Design fir_result_drain_flat, sky130hd; sources not shown.
==> run_1/io_placement.png <==
Drawn at 3 px/µm. Pins as bars across the die edge, other pins in gray.
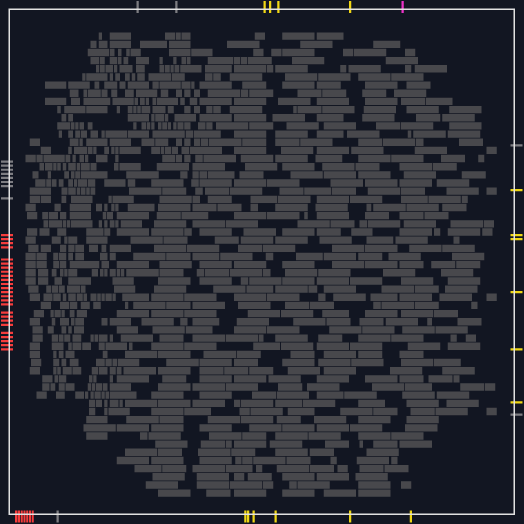
| color | port | pins | direction | edge |
|---|---|---|---|---|
| yellow | dout_if_dout | 16 | output | 6 right, 6 bottom, 4 top |
| magenta | dout_if_dout_last | 1 | output | top |
| red | result_i | 32 | input | 25 left, 7 bottom |
all pins by edge: 33 left, 14 bottom, 8 right, 7 top
die height: 168 µm
Die X: 168 µm
# port buffers: 54

==> run_1/io_fan.png <==
Drawn at 1.5 px/µm.
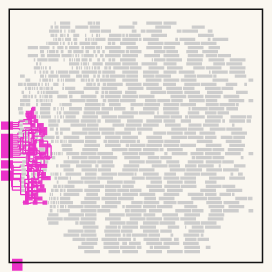
| color | port | bits | direction | edge | end cells | buffers | wire |
|---|---|---|---|---|---|---|---|
| magenta | result_i | 32 | input | 25 left, 7 bottom | 59 | 25 | 986 µm |
num ports: 62

==> run_1/placement.png <==
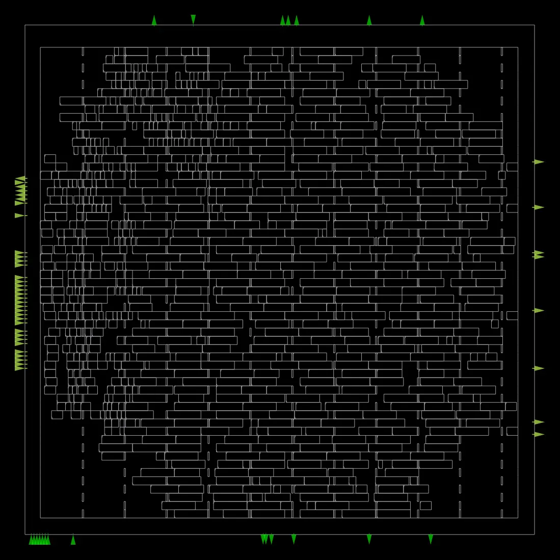
Seq/total area: 60.5%
final std cells w/o fill: 1203
core box area: 24400 µm²
std cell rows: 57

==> flow_metrics.env, run 1 <==
# flow metrics
export IMPL_status="complete, no violations"
export IMPL_ys_warnings_count=0
export IMPL_warnings=37
export IMPL_fin_crit_ns=5.15
export IMPL_synthMostInstantiatedCell="edfxtp_1"
export IMPL_critPathBufInv=2
export IMPL_finalSetupTns_ns=0
export IMPL_place_inst=1141
export IMPL_synthAdderAreaFrac_pct=1.24
export IMPL_switching_power_w=0.00141
export IMPL_setup_viol=0
export IMPL_routabilityCongestion=0.862
export IMPL_endpoint_kind="output port"
export IMPL_critical_path_class="reg -> out"
export IMPL_swShare_pct=24.1
export IMPL_path_depth=5
export IMPL_crit_fanout=21
export IMPL_nNetsFinal=903
export IMPL_powerClk_w=0.00214
export IMPL_placed_cell_area_um2=14700
export IMPL_signal_buffers=78
export IMPL_mux_share_pct=14.9
export IMPL_sequentialPower_w=0.00267
export IMPL_total_power_w=0.00586
export IMPL_initCoreUtil_pct=56.2
export IMPL_slowest_delay_ns=0.57
export IMPL_max_slew_margin_pct=35.7
export IMPL_ys_chip_area_um2=13700
export IMPL_power_share_clock_pct=36.6
export IMPL_slowest_stage="dfxtp_4"
export IMPL_pg_comb_w=0.00104
export IMPL_cap_violations=0
export IMPL_postSynthSeqShare_pct=70.1
export IMPL_synth_top_area_share_pct=63.1
==> run 1 -> run 2 <==
--- a/config.mk
+++ b/config.mk
@@ -7,11 +7,11 @@
 export LEC_CHECK = 0
 export CAP_MARGIN = 20
 export CORE_MARGIN = 5
-export CORE_UTILIZATION = 55
+export CORE_UTILIZATION = 54
 export CTS_BUF_LIST = sky130_fd_sc_hd__clkbuf_4 sky130_fd_sc_hd__clkbuf_8 sky130_fd_sc_hd__clkbuf_16
 export CTS_CLUSTER_DIAMETER = 150
 export DETAILED_ROUTE_END_ITERATION = 7
-export PLACE_DENSITY = 0.74
+export PLACE_DENSITY = 0.75
 export SLEW_MARGIN = 20
 export SYNTH_ARGS = -nofsm -noshare
 export SYNTH_HDL_FRONTEND = slang
==> constraint.sdc (replaced) <==
create_clock -name clk -period 4.5 [get_ports clk]
set_input_delay 1.35 -clock clk [delete_from_list [all_inputs] [get_ports clk]]
set_output_delay 1.35 -clock clk [all_outputs]
set_load 0.02 [all_outputs]
==> run_2/io_fan.png <==
Drawn at 1.5 px/µm.
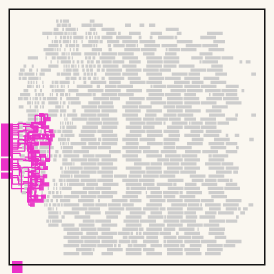
| color | port | bits | direction | edge | end cells | buffers | wire |
|---|---|---|---|---|---|---|---|
| magenta | result_i | 32 | input | 25 left, 7 bottom | 59 | 25 | 1040 µm |

==> flow_metrics.env, run 2 <==
# flow metrics
export IMPL_path_depth=5
export IMPL_crit_fanout=39
export IMPL_postSynthSeqShare_pct=70.1
export IMPL_fp_dieH_um=169
export IMPL_max_slew_margin_pct=32.6
export IMPL_fin_crit_ns=4.42
export IMPL_finalSetupTns_ns=0
export IMPL_place_inst=1148
export IMPL_synthAdderAreaFrac_pct=1.24
export IMPL_io_buffers=54
export IMPL_mux_share_pct=14.9
export IMPL_rows=58
export IMPL_pg_comb_w=0.00148
export IMPL_ys_warnings_count=0
export IMPL_die_w_um=169
export IMPL_critPathBufInv=2
export IMPL_switching_power_w=0.00190
export IMPL_ys_chip_area_um2=13700
export IMPL_endpoint_kind="output port"
export IMPL_synthMostInstantiatedCell="edfxtp_1"
export IMPL_seq_share_pct=61.1
export IMPL_total_power_w=0.00757
export IMPL_synth_top_area_share_pct=63.1
export IMPL_routabilityCongestion=0.916
export IMPL_status="complete, no violations"
export IMPL_critical_path_class="reg -> out"
export IMPL_warnings=37
export IMPL_slowest_stage="mux4_2"
export IMPL_cap_violations=0
export IMPL_placed_cell_area_um2=14800
export IMPL_initCoreUtil_pct=54.6
export IMPL_power_share_clock_pct=32.7
export IMPL_powerClk_w=0.00248
export IMPL_setup_viol=0
export IMPL_swShare_pct=25.1
export IMPL_nNetsFinal=901
==> run 2 -> run 3 <==
--- a/config.mk
+++ b/config.mk
@@ -6,7 +6,6 @@
 export NUM_CORES = 1
 export LEC_CHECK = 0
 export CAP_MARGIN = 20
-export CORE_MARGIN = 5
 export CORE_UTILIZATION = 54
 export CTS_BUF_LIST = sky130_fd_sc_hd__clkbuf_4 sky130_fd_sc_hd__clkbuf_8 sky130_fd_sc_hd__clkbuf_16
 export CTS_CLUSTER_DIAMETER = 150
==> run_3/wires.png <==
Drawn at 1.5 px/µm. Only two layers are drawn.
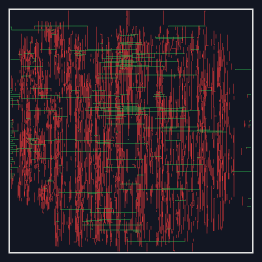
| color | layer | wire length |
|---|---|---|
| green | metal 3 | 2030 µm |
| red | metal 2 | 14900 µm |
GRT Overall Usage: 22.8%
Routed Wire Length: 29000 µm
per-cell routed wire length: 23.9 µm
vias: 7423

==> flow_metrics.env, run 3 <==
# flow metrics
export IMPL_cp_common_cell="mux4_2"
export IMPL_critPathBufInv=2
export IMPL_endpoint_kind="output port"
export IMPL_fin_crit_ns=4.39
export IMPL_sequentialPower_w=0.00363
export IMPL_p_leak_nw=5.14
export IMPL_signal_buffers=94
export IMPL_cts_hold_fix_buffers=0
export IMPL_instances_no_fill=1214
export IMPL_fp_dieH_um=161
export IMPL_synthAdderAreaFrac_pct=1.24
export IMPL_rows=57
export IMPL_place_inst=1152
export IMPL_path_depth=5
export IMPL_ys_warnings_count=0
export IMPL_initCoreUtil_pct=55.7
export IMPL_nNetsFinal=916
export IMPL_critical_path_class="reg -> out"
export IMPL_total_power_w=0.00766
export IMPL_syn_area_um2=13700
export IMPL_powerClk_w=0.00251
export IMPL_slowest_delay_ns=0.53
export IMPL_routabilityCongestion=0.870
export IMPL_swShare_pct=25.2
export IMPL_final_cell_mix="288 x edfxtp_1, 90 x mux4_2, 54 x clkdlybuf4s50_1"
export IMPL_status="complete, no violations"
export IMPL_switching_power_w=0.00193
export IMPL_slowest_stage="mux4_2"
export IMPL_synth_top_area_share_pct=63.1
export IMPL_finalSetupTns_ns=0
export IMPL_synthMostInstantiatedCell="edfxtp_1"
export IMPL_placed_cell_area_um2=14800
export IMPL_max_slew_margin_pct=37.3
export IMPL_cap_violations=0
export IMPL_io_buffers=54
export IMPL_power_share_clock_pct=32.8
export IMPL_seq_share_pct=60.6
export IMPL_io_pins=62
export IMPL_die_w_um=161
export IMPL_ys_chip_area_um2=13700
export IMPL_setup_viol=0

==> screenshots <==
Metal 2.
Drawn at 3 px/µm.
panel A
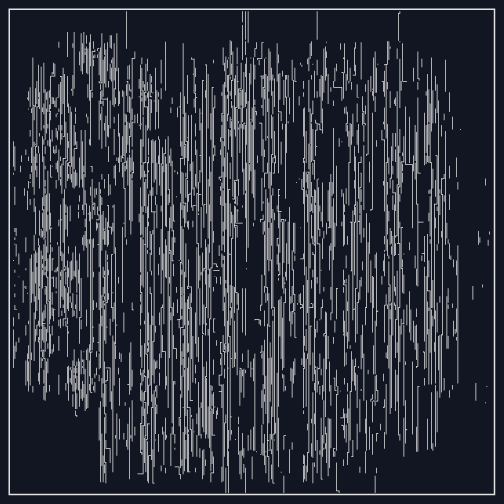
panel B
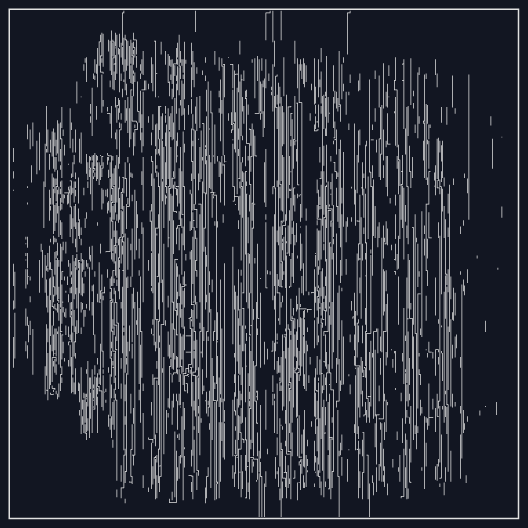
| picture | from |
|---|---|
| panel A | run 3 |
| panel B | run 2 |

Key to panel A:
main direction: vertical
share of all routed wire: 51%
longest straight run: 93.5 µm
wire length on this layer: 14900 µm

